### src/rtl/commit_trace_pkg.sv
// Shared types and defaults for the retire-trace capture block.
package commit_trace_pkg;
  localparam int XLEN_DEF   = 32;
  localparam int DEPTH_DEF  = 16;
  localparam int TS_W_DEF   = 32;
  localparam int DROP_W_DEF = 16;
  localparam int REG_W      = 5;

  typedef struct packed {
    logic [XLEN_DEF-1:0] pc;
    logic                wen;
    logic [REG_W-1:0]    rd;
    logic [XLEN_DEF-1:0] wdata;
    logic [TS_W_DEF-1:0] ts;
  } trace_entry_t;

  // A retirement only carries a register write if it targets a real register.
  function automatic logic keep_wb(input logic wen, input logic [REG_W-1:0] rd);
    return wen && (rd != '0);
  endfunction
endpackage

### src/rtl/trace_fifo.sv
// Generic circular buffer: DEPTH entries of W bits, push/pop/clear, occupancy count.
module trace_fifo #(
  parameter int W     = 8,
  parameter int DEPTH = 16
) (
  input  logic                       clock,
  input  logic                       reset,
  input  logic                       push,
  input  logic                       pop,
  input  logic                       clear,
  input  logic [W-1:0]               wdata,
  output logic [W-1:0]               rdata,
  output logic                       push_ok,
  output logic [$clog2(DEPTH+1)-1:0] count
);
  localparam int AW = $clog2(DEPTH);
  localparam int CW = $clog2(DEPTH+1);
  localparam logic [CW-1:0] FULL = CW'(DEPTH);

  logic [W-1:0]  mem [DEPTH];
  logic [AW-1:0] wr_ptr, rd_ptr;
  logic          pop_ok;

  assign pop_ok  = pop & (count != '0) & ~clear;
  // A full buffer still accepts when the head leaves in the same cycle.
  assign push_ok = push & ~clear & ((count != FULL) | pop_ok);
  assign rdata   = mem[rd_ptr];

  always_ff @(posedge clock or negedge reset) begin
    if (!reset) begin
      wr_ptr <= '0;
      rd_ptr <= '0;
      count  <= '0;
    end else if (clear) begin
      wr_ptr <= '0;
      rd_ptr <= '0;
      count  <= '0;
    end else begin
      if (push_ok) wr_ptr <= wr_ptr + 1'b1;
      if (pop_ok)  rd_ptr <= rd_ptr + 1'b1;
      case ({push_ok, pop_ok})
        2'b10:   count <= count + 1'b1;
        2'b01:   count <= count - 1'b1;
        default: count <= count;
      endcase
    end
  end

  always_ff @(posedge clock) begin
    if (push_ok) mem[wr_ptr] <= wdata;
  end
endmodule

### src/rtl/commit_trace_buffer.sv
// Retire-trace capture: normalises writeback info, drops and counts on full.
// Define COMMIT_TRACE_TIMESTAMP_EN to stamp each entry with a free-running cycle count.
module commit_trace_buffer
  import commit_trace_pkg::*;
#(
  parameter int XLEN   = XLEN_DEF,
  parameter int DEPTH  = DEPTH_DEF,
  parameter int TS_W   = TS_W_DEF,
  parameter int DROP_W = DROP_W_DEF
) (
  input  logic                       clock,
  input  logic                       reset,
  input  logic                       in_valid,
  input  logic [XLEN-1:0]            in_pc,
  input  logic                       in_wen,
  input  logic [REG_W-1:0]           in_rd,
  input  logic [XLEN-1:0]            in_wdata,
  input  logic                       freeze,
  input  logic                       clear,
  output logic                       out_valid,
  input  logic                       out_ready,
  output logic [XLEN-1:0]            out_pc,
  output logic                       out_wen,
  output logic [REG_W-1:0]           out_rd,
  output logic [XLEN-1:0]            out_wdata,
  output logic [TS_W-1:0]            out_ts,
  output logic [$clog2(DEPTH+1)-1:0] count,
  output logic                       overflow,
  output logic [DROP_W-1:0]          drop_count
);
  localparam int BODY_W = XLEN + 1 + REG_W + XLEN;
`ifdef COMMIT_TRACE_TIMESTAMP_EN
  localparam int EW = BODY_W + TS_W;
`else
  localparam int EW = BODY_W;
`endif

  logic              keep, push_req, pop, push_ok;
  logic [BODY_W-1:0] body;
  logic [EW-1:0]     entry_in, entry_out;

  assign keep      = keep_wb(in_wen, in_rd);
  assign body      = {in_pc, keep, keep ? in_rd : '0, keep ? in_wdata : '0};
  assign push_req  = in_valid & ~freeze & ~clear;
  assign out_valid = (count != '0);
  assign pop       = out_valid & out_ready;

`ifdef COMMIT_TRACE_TIMESTAMP_EN
  logic [TS_W-1:0] ts_q;

  // Free-running; freeze only gates capture, never time.
  always_ff @(posedge clock or negedge reset) begin
    if (!reset)     ts_q <= '0;
    else if (clear) ts_q <= '0;
    else            ts_q <= ts_q + 1'b1;
  end

  assign entry_in = {body, ts_q};
  assign {out_pc, out_wen, out_rd, out_wdata, out_ts} = entry_out;
`else
  assign entry_in = body;
  assign {out_pc, out_wen, out_rd, out_wdata} = entry_out;
  assign out_ts   = '0;
`endif

  trace_fifo #(.W(EW), .DEPTH(DEPTH)) u_fifo (
    .clock   (clock),
    .reset   (reset),
    .push    (push_req),
    .pop     (pop),
    .clear   (clear),
    .wdata   (entry_in),
    .rdata   (entry_out),
    .push_ok (push_ok),
    .count   (count)
  );

  always_ff @(posedge clock or negedge reset) begin
    if (!reset) begin
      overflow   <= 1'b0;
      drop_count <= '0;
    end else if (clear) begin
      overflow   <= 1'b0;
      drop_count <= '0;
    end else if (push_req && !push_ok) begin
      overflow <= 1'b1;
      if (drop_count != '1) drop_count <= drop_count + 1'b1;
    end
  end
endmodule

### config.mk
export PLATFORM = sky130hd
export DESIGN_NAME = commit_trace_buffer
export DESIGN_NICKNAME = d
export VERILOG_FILES = /design/src/rtl/commit_trace_pkg.sv /design/src/rtl/trace_fifo.sv /design/src/rtl/commit_trace_buffer.sv
export SDC_FILE = /design/constraint.sdc
export NUM_CORES = 1
export LEC_CHECK = 0
export ABC_AREA = 1
export CORE_ASPECT_RATIO = 1.75
export CORE_MARGIN = 5
export CORE_UTILIZATION = 55
export CTS_CLUSTER_DIAMETER = 60
export DETAILED_ROUTE_END_ITERATION = 10
export PLACE_DENSITY = 0.73
export SLEW_MARGIN = 10
export SYNTH_ARGS = -nofsm -noshare
export SYNTH_HDL_FRONTEND = slang
export SYNTH_SLANG_ARGS = --single-unit
### constraint.sdc
create_clock -name clock -period 4.91 [get_ports clock]
set_input_delay 1.473 -clock clock [delete_from_list [all_inputs] [get_ports clock]]
set_output_delay 1.473 -clock clock [all_outputs]
set_load 0.005 [all_outputs]
==> impl_metrics.ini, run 1 <==
; generated from flow reports
[yosys]
synth_compound_gate_area_share_pct = 7.57
post_synth_main_logic_family = simple AND/OR/NAND/NOR gates
mux_cell_area_share_pct = 0
area_share_of_and_or_nand_nor_cells_after_synthesis_pct = 13.5
synth_flop_count = 1150
synth_area_per_cell_um2 = 12.4
synth_async_sr_flop_share_pct = 2.61
synth_cells = 3711
synth_area_leader_cell = sky130_fd_sc_hd__edfxtp_1

[layout]
largest-register = u_fifo.mem
layout.comb_gates.multi_input = 2196
non_clock_buffer_count = 265
num-nonclk-inverters = 140
most-common-layout-cells = sky130_fd_sc_hd__edfxtp_1, sky130_fd_sc_hd__nand2_1, sky130_fd_sc_hd__nor2_1, sky130_fd_sc_hd__o21ai_0, sky130_fd_sc_hd__nand3_1
combAreaFraction_pct = 19.3
multiInputGateArea_um2 = 10200

[critical_path]
critical_path_s_top_delay_family = buffers and inverters
worstPathMaxFanout = 183
reg2reg_slack_ns = 2.45

[cts]
hold_buffers = 0
clock_insertion_delay_worst_skew_ns = 0.69
max_clock_buf_depth = 3

[timing]
finalWorstSetupSlack_ns = 0.213
finalClockSkew_ns = 0.0187
slew_viol_final = 0

[global_route]
grt-ovfl-total = 0

[power]
seq_power_share_pct = 45.2
power.density_nw_per_um2 = 457

[drt]
routed_via_density = 5.90
wl_met1_um = 41400
top_signal_layer_used = met5

[placement]
dp_hpwl_um = 56700

[hold_path]
timing.hold.worst_endpoint = overflow

[status]
outcome = completed
-- run 1: through the flow --
stage | instances | power [mW] | setup TNS (ns) | instance area (um^2) | utilization, %
after global routing | 4993 | 25.1 | 0 | 52600 | 63.1
after CTS | 4993 | 24.2 | 0 | 52600 | 63.1
after global placement | 4816 | 16.3 | 0 | 49300 | 59.2
after floorplan | 3742 | 14.4 | -673.76 | 46300 | -
after detailed placement | 4816 | 16.4 | 0 | 49300 | 59.2
final | 4993 | 24.0 | 0 | 52600 | 63.1
-- run 1: metal layers --
layer	up-vias	track usage (%)
met5	-	0
met4	2	9.33
met3	232	3.91
met2	1321	41.6
met1	14500	29.9
li1	13500	-
**Run 1: wire density map**

23 x 39 tiles, from black (low) to pale yellow (high), scaled to the fullest tile. Values are wire area over tile area, all layers added.
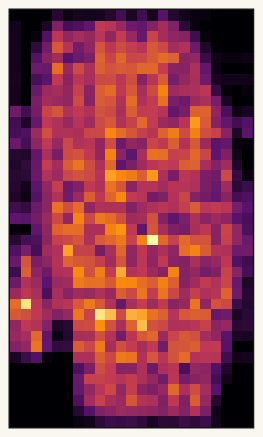
mean over tiles: 0.20
nearly empty tiles: 11%
fullest tile: 0.54

**Run 1: cell placement**

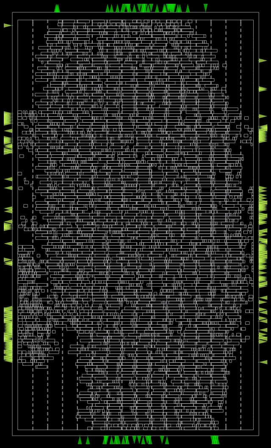
sequential cell count: 1150
number of well taps: 1065
fraction of the core area covered by cells at the end of the flow: 63.1%
final cell count without fillers: 4993
flip-flop and latch share of the layout cell area: 65.4%

**Run 1: clock network drawn from the DEF**

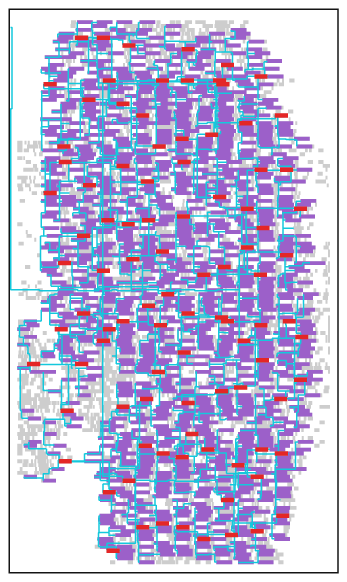
legend:
  flip-flops:
    color: purple
    count: 1150
  clock drivers:
    color: red
    count: 96
  clock wires:
    color: cyan
    length: 11400 um
flops lie: all over the die

**Run 1: zoomed window**

Scale bar: 10 um. Window x 102 to 127, y 106 to 131 um. Cells in gray, sequential cells in the stronger gray; small squares are vias.
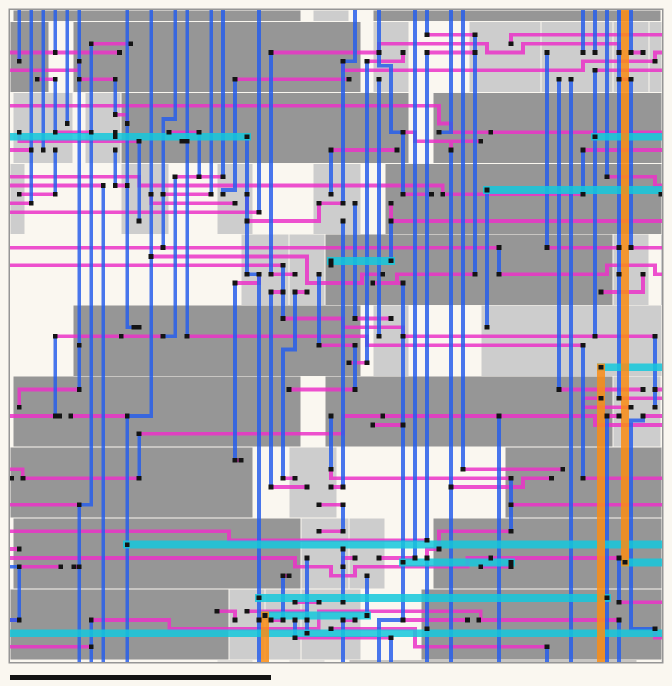

## Run 2: what changed since run 1
--- a/config.mk
+++ b/config.mk
@@ -8,10 +8,9 @@
 export ABC_AREA = 1
 export CORE_ASPECT_RATIO = 1.75
 export CORE_MARGIN = 5
-export CORE_UTILIZATION = 55
+export CORE_UTILIZATION = 40
 export CTS_CLUSTER_DIAMETER = 60
 export DETAILED_ROUTE_END_ITERATION = 10
-export PLACE_DENSITY = 0.73
 export SLEW_MARGIN = 10
 export SYNTH_ARGS = -nofsm -noshare
 export SYNTH_HDL_FRONTEND = slang
**Run 2: zoomed window**

Scale bar: 10 um. Window x 121 to 146, y 125 to 150 um. Cells in gray, sequential cells in the stronger gray; small squares are vias.
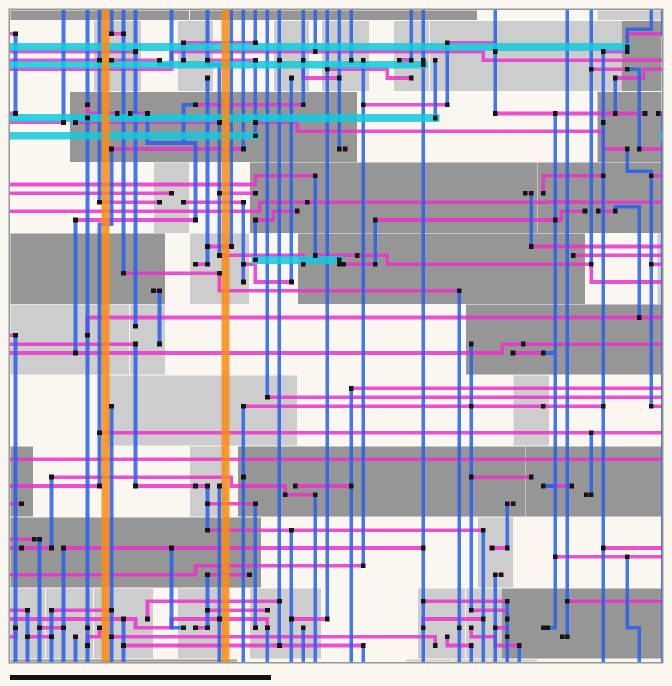
legend:
  metal 2:
    color: blue
  metal 4:
    color: orange
  metal 1:
    color: magenta
  metal 3:
    color: cyan
netlist names of flops here include: u_fifo.mem (8)
cells with their middle in the window: 29
most frequent: edfxtp_1 (8), nand2_1 (6)
sequential cells in the window: 8

==> impl_metrics.ini, run 2 <==
; generated from flow reports
[status]
outcome = completed

[cts]
clock_insertion_delay_worst_skew_ns = 0.72
hold_buffers = 0
max_clock_buf_depth = 3

[layout]
layout.comb_gates.multi_input = 2196
combAreaFraction_pct = 19.0
multiInputGateArea_um2 = 10200
largest-register = u_fifo.mem
seqAreaFraction_pct = 64.4
layout.cell_area.non_filler_um2 = 53400
non_clock_buffer_count = 286
numSequentialCells = 1150
most-common-layout-cells = sky130_fd_sc_hd__edfxtp_1, sky130_fd_sc_hd__nand2_1, sky130_fd_sc_hd__nor2_1, sky130_fd_sc_hd__o21ai_0, sky130_fd_sc_hd__nand3_1

[yosys]
synth_area_per_cell_um2 = 12.4
synth_area_leader_cell = sky130_fd_sc_hd__edfxtp_1
synth_async_sr_flop_share_pct = 2.61
synth_flop_count = 1150
synth_cells = 3711

[global_route]
grt.met3_usage_pct = 3.07
met1_usage_grt_pct = 24.6
met2_usage_pct = 33.7

[timing]
slew_viol_final = 0
finalClockSkew_ns = 0.0232
finalWorstSetupSlack_ns = 0.147

[placement]
place_inst = 5275
dp_hpwl_um = 66000

[power]
seq_power_share_pct = 45.2
power.density_nw_per_um2 = 451

[drt]
wl_met1_um = 48900
top_signal_layer_used = met5

[hold_path]
timing.hold.worst_endpoint = overflow

[critical_path]
critical_path_s_top_delay_family = buffers and inverters
worstPathMaxFanout = 65
==> run 2: cell counts after synthesis <==
No cell type changed its count.
==> run 2: cell families after synthesis <==
family                     count (synthesis)  share of synthesized area [%]
AOI/OAI and AO/OA                        628                           7.57
xor gates and xnor gates                   4                         0.0759
adders and majority gates                 10                          0.287
buffers and inverters                    396                           4.11
DFF                                     1150                           74.4
other                                      1                        0.00812
and+or+nand+nor                         1522                           13.5
==> run 2: power by group through the flow <==
stage,combinational [mW],sequential (mW),clock [mW]
global route,6.04,10.9,8.36
floorplan,3.36,11.1,0
finish,5.41,10.9,7.81
detailed placement,5.48,11.1,0
CTS,5.51,10.9,7.95
global placement,5.44,11.1,0
==> run 2: repair_timing <==
action                     4_1_cts  5_1_grt
setup buffers                    0        0
setup endpoints to repair        0       13
resized                          0        9
Power figures rest on the tool's default switching activity, not on a simulated workload.
